### config.mk
export PLATFORM = sky130hd
export DESIGN_NAME = vc_test_reorder_buf
export DESIGN_NICKNAME = d
export VERILOG_FILES = /design/src/rtl/vc_test_reorder_buf.sv
export SDC_FILE = /design/constraint.sdc
export NUM_CORES = 1
export LEC_CHECK = 0
export CAP_MARGIN = 20
export CELL_PAD_IN_SITES_DETAIL_PLACEMENT = 0
export CELL_PAD_IN_SITES_GLOBAL_PLACEMENT = 1
export CORE_MARGIN = 2
export CORE_UTILIZATION = 43
export CTS_CLUSTER_DIAMETER = 150
export CTS_CLUSTER_SIZE = 8
export DETAILED_ROUTE_END_ITERATION = 8
export GPL_TIMING_DRIVEN = 0
export PLACE_DENSITY = 0.73
export SLEW_MARGIN = 20
export SYNTH_ARGS = -nofsm -noshare
export SYNTH_HDL_FRONTEND = slang
export SYNTH_SLANG_ARGS = --single-unit
export TNS_END_PERCENT = 30
### constraint.sdc
create_clock -name clk -period 3.7 [get_ports clk]
set_input_delay 0.555 -clock clk [delete_from_list [all_inputs] [get_ports clk]]
set_output_delay 0.555 -clock clk [all_outputs]
set_load 0.005 [all_outputs]
### src/rtl/vc_test_reorder_buf.sv
// Test-only reorder buffer: accepts in-order val/rdy messages and releases them permuted (LIFO by default).
// Define VC_TEST_REORDER_BUF_RAND_EN to select the pop entry pseudo-randomly from an 8-bit LFSR.
module vc_test_reorder_buf #(
  parameter int unsigned p_msg_nbits   = 1,
  parameter int unsigned p_depth       = 4,
  parameter int unsigned p_idle_cycles = 4
)(
  input  logic                   clk,
  input  logic                   reset,
  input  logic                   in_val,
  output logic                   in_rdy,
  input  logic [p_msg_nbits-1:0] in_msg,
  output logic                   out_val,
  input  logic                   out_rdy,
  output logic [p_msg_nbits-1:0] out_msg
);

  localparam int unsigned CW = $clog2(p_depth + 1);
  localparam int unsigned IW = $clog2(p_depth);

  logic [p_msg_nbits-1:0] ent_q [p_depth];
  logic [p_msg_nbits-1:0] ent_d [p_depth];
  logic [CW-1:0]          count_q, count_d;
  logic [7:0]             idle_q, idle_d;
  logic [IW-1:0]          sel;
  logic [CW-1:0]          wr_idx;
  logic                   full, enq, deq;

  always_comb begin
    full    = (count_q == CW'(p_depth));
    in_rdy  = !reset && !full;
    out_val = !reset && (full || (count_q != '0 && idle_q >= 8'(p_idle_cycles)));
    enq     = in_val && in_rdy;
    deq     = out_val && out_rdy;
  end

`ifdef VC_TEST_REORDER_BUF_RAND_EN
  logic [7:0] lfsr_q, lfsr_d, sel_wide;

  // LFSR only steps on a dequeue so the selection holds steady under backpressure.
  always_comb begin
    sel_wide = '0;
    if (count_q != '0) sel_wide = lfsr_q % 8'(count_q);
    sel = '0;
    for (int unsigned i = 0; i < p_depth; i++) begin
      if (sel_wide == 8'(i)) sel = IW'(i);
    end
    lfsr_d = lfsr_q;
    if (deq) lfsr_d = {lfsr_q[6:0], lfsr_q[7] ^ lfsr_q[5] ^ lfsr_q[4] ^ lfsr_q[3]};
  end

  always_ff @(posedge clk) begin
    if (reset) lfsr_q <= 8'h01;
    else       lfsr_q <= lfsr_d;
  end
`else
  logic [CW-1:0] top_idx;

  always_comb begin
    top_idx = count_q - CW'(1);
    sel     = '0;
    for (int unsigned i = 0; i < p_depth; i++) begin
      if (top_idx == CW'(i)) sel = IW'(i);
    end
  end
`endif

  always_comb begin
    out_msg = '0;
    for (int unsigned i = 0; i < p_depth; i++) begin
      if (sel == IW'(i)) out_msg = ent_q[i];
    end
  end

  always_comb begin
    ent_d = ent_q;
    if (deq) begin
      for (int unsigned i = 0; i < p_depth - 1; i++) begin
        if (IW'(i) >= sel) ent_d[i] = ent_q[i + 1];
      end
    end
    // Write lands after compaction, so a same-cycle pop shifts the slot down by one.
    wr_idx = deq ? (count_q - CW'(1)) : count_q;
    if (enq) begin
      for (int unsigned i = 0; i < p_depth; i++) begin
        if (wr_idx == CW'(i)) ent_d[i] = in_msg;
      end
    end
    count_d = count_q + CW'(enq) - CW'(deq);
    if (in_val)               idle_d = '0;
    else if (idle_q == 8'hff) idle_d = idle_q;
    else                      idle_d = idle_q + 8'd1;
  end

  always_ff @(posedge clk) begin
    if (reset) begin
      count_q <= '0;
      idle_q  <= '0;
    end else begin
      count_q <= count_d;
      idle_q  <= idle_d;
    end
  end

  always_ff @(posedge clk) begin
    ent_q <= ent_d;
  end

endmodule

==> impl_metrics.ini <==
; physical design summary
[timing]
post-route-period-util_pct = 89.6
fin_setup_tns_ns = 0
hold_violations = 0
skew_ns = 0.00248
achievable-frequency_ghz = 0.302
period_minus_slack_ns = 3.32
worst_hold_slack_ns = 0.549
slew_headroom_pct = 68.2
maxSlewViolCount = 0
worst_slew_pin_slew_ns = 0.476

[cts]
cts_resized = 0
clk_sink_count = 15
cts.repair_timing.setup_buffer_count = 0
clk_pin_slew_ns = 0.09
cts-buffers-inserted = 3
clk_root_buf = sky130_fd_sc_hd__clkbuf_4
htreeDepth = 1
tritoncts = done

[placement]
post-dp-hpwl_mm = 1.38
io_buffer_count = 6

[drt]
num_vias = 767
number_of_drc_markers_in_iteration_0 = 8
drc_errors = 0
per_cell_via_count_in_the_routed_design = 5.33

[floorplanning]
die_width_um = 51.8
dieHeight_um = 51.8
io-pin-count = 8

[logic_synthesis]
edf_count = 1
ys.warnings.count = 0
synthesis.area_per_instance_um2 = 9.28
synth-cells-yosys = 106
netlist-cell-type-count = 38
yosys-top-cells-area = sky130_fd_sc_hd__dfxtp_1 (28%), sky130_fd_sc_hd__ha_1 (10%), sky130_fd_sc_hd__nor2_1 (4.2%)
fa_ha_area_share_pct = 12.2
yosys-top-cells-count = sky130_fd_sc_hd__dfxtp_1 (14), sky130_fd_sc_hd__nor2_1 (11), sky130_fd_sc_hd__inv_1 (9)
synth.yosys.chip_area_um2 = 983
synth_simple_gate_area_share_pct = 22.8
synthMuxAreaShare_pct = 8.27
ys.flops = 15
top_logic_kind = simple AND/OR/NAND/NOR gates
library_cell_with_the_highest_instance_count_after_synthesis = sky130_fd_sc_hd__dfxtp_1
syn-num-nets = 120
ys.flop_type = sky130_fd_sc_hd__dfxtp_1
synth-xor-area-share_pct = 5.34
complex_gates_by_area_pct = 13.7

[worst_hold_path]
worstHoldPathType = register to register

[run]
drv.max_cap_violation_count = 0
stage_log_warnings = 30

[status]
outcome = completed

[final_layout]
final_layout_size_suffix_gt1_share_pct = 12.9
fillers = 217
area.growth.synth_to_final_pct = 12.3
diodes = 0

[setup_path]
crit_fanout = 9
criticalPathCategory = register to primary output
r2r_setup_slack_ns = 0.51
critical_path_arrival_ns = 2.76
critPathCaptureType = primary output

[power_and_ir_drop]
cellPowerDensity_nw_per_um2 = 572
power.static_leakage_uw = 0.000410

[global_route]
grt_start_max_net_pins = 11
grt_overflow = 0
wire_length_of_the_first_global_routing_pass_mm = 3.13
## power by group
part	leakage [uW]	switching, uW	total, uW	internal [uW]
registers	0.000124	25.5	219	193
logic	0.000272	157	323	167
clock network	0.0000150	48.4	90.2	41.7
total	0.000410	231	632	402
## final cells by class
class	count	area, um2	area share (%)
buffer	5	26.3	2.38
clock buffer	4	26.3	2.38
inverter	9	33.8	3.06
multi-input combinational	77	613	55.5
sequential	15	310	28.1
tap	28	35.0	3.17
timing repair buffer	6	60.1	5.44
## placed cells by master (no fill, tap or decap), drive strengths merged, types with 2 or more instances in the layout
| cell type | n |
|---|---|
| a41oi | 2 |
| dfxtp | 14 |
| a21oi | 4 |
| clkdlybuf4s50 | 6 |
| nor2 | 11 |
| nor2b | 5 |
| buf | 2 |
| o21ai | 2 |
| nor3 | 4 |
| inv | 9 |
| or2 | 2 |
| ha | 8 |
| nor4 | 4 |
| a31oi | 2 |
| xor2 | 3 |
| clkbuf | 7 |
| nand4 | 4 |
| and3 | 2 |
| mux2 | 6 |
| xnor2 | 3 |
| a211oi | 3 |
## kinds of logic (layout without fill, tap and decap cells)
logic type                 after synthesis  after routing
and+or+nand+nor                         38             38
DFF                                     15             15
xor gates and xnor gates                 6              6
muxes                                    7              7
AOI/OAI and AO/OA                       17             17
adders and majority gates                9              9
buffers and inverters                   14             24
## routing by layer
layer,track usage [%],share of wire [%]
met5,0,0
met4,6.58,0.81
met3,3.45,1.7
met2,27.0,53
met1,18.7,45
## metrics by stage
step	cells	worst slack [ns]	instance area, um2	utilization, %	power (uW)
floorplan	106	0.786	983	-	461
global placement	140	0.536	1080	49.2	545
detailed placement	140	0.495	1080	49.2	549
CTS	144	0.352	1100	50.4	642
global route	144	0.109	1100	50.4	696
finish	144	0.384	1100	50.4	632
## critical path: stages, from the launching register on
cell and delay [ns]:
sky130_fd_sc_hd__dfxtp_1 0.37, sky130_fd_sc_hd__clkbuf_1 0.31, sky130_fd_sc_hd__inv_1 0.19, sky130_fd_sc_hd__ha_1 0.27
sky130_fd_sc_hd__ha_1 0.33, sky130_fd_sc_hd__o21bai_1 0.26, sky130_fd_sc_hd__a211oi_1 0.24, sky130_fd_sc_hd__a21oi_1 0.06
sky130_fd_sc_hd__clkdlybuf4s50_1 0.46
## path summary, 6_finish.rpt
path	startpoint	end	cells past startpoint
worst max-delay path	count_q[0]	out_msg	8
worst min register to register	idle_q[5]	idle_q[5]	2
worst min-delay path	idle_q[5]	idle_q[5]	2
worst max register to register	count_q[0]	count_q[2]	13
## flip-flops by register name (all words and copies together), names as in the netlist
| register | count |
|---|---|
| count_q | 3 |
| ent_q | 4 |
| idle_q | 8 |
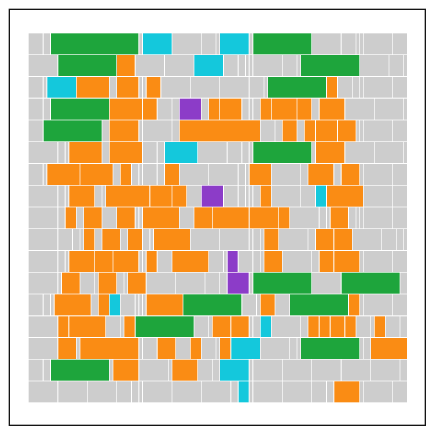
placement_by_type.png
(8 px per um) Fill, decap, tap and diode cells in grey.
colour	class	cells
green	sequential cells	15
cyan	remaining buffers and delay cells	11
orange	combinational and other logic	86
purple	clock drivers and dummy loads	4
site row count: 17
final core utilization: 50.4%
final instance area: 1100 um2

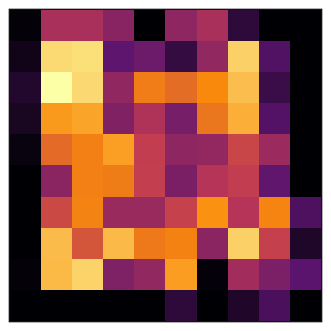
cell_density.png
(6 px per um) 10 x 10 tiles, from black (low) to pale yellow (high), 0 to 100% covered.
tiles over 75% full	17%
nearly empty tiles	21%
mean over tiles	40%
fullest tile	100%
Init Core Util: 44.9%
placeable core area: 2190 um2

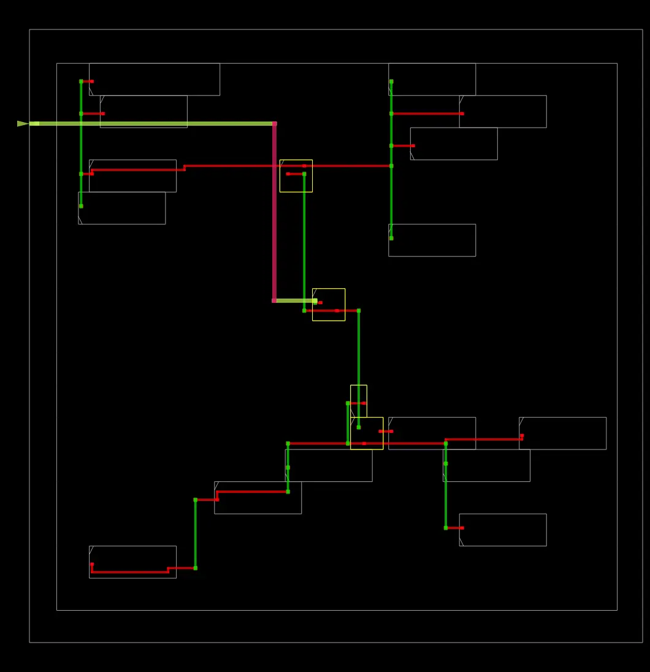
clocks.png
registers: 15
clock insertion delay at the later pin of the skew report: 0.27 ns
Clock buffer cells: 4

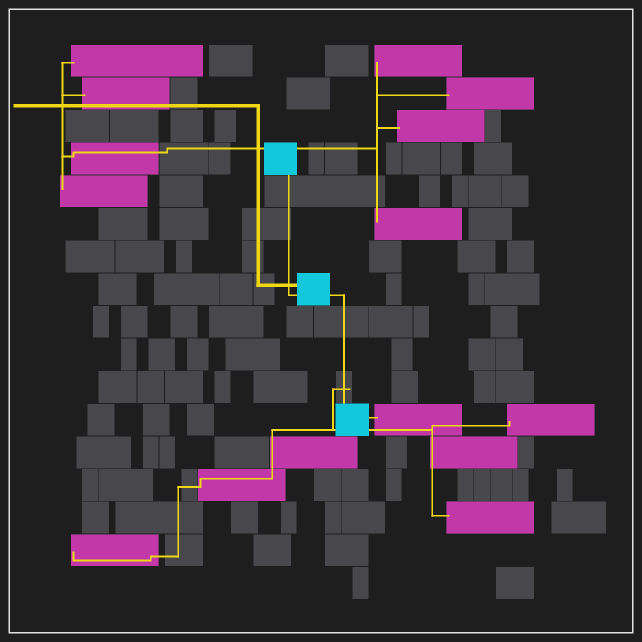
clk_routes.png
(12 px per um)
[yellow] clock wires | length: 191 um
[cyan] clock drivers | count: 3
[magenta] flip-flops | count: 15
flops lie	widely spread

Power figures rest on the tool's default switching activity, not on a simulated workload.
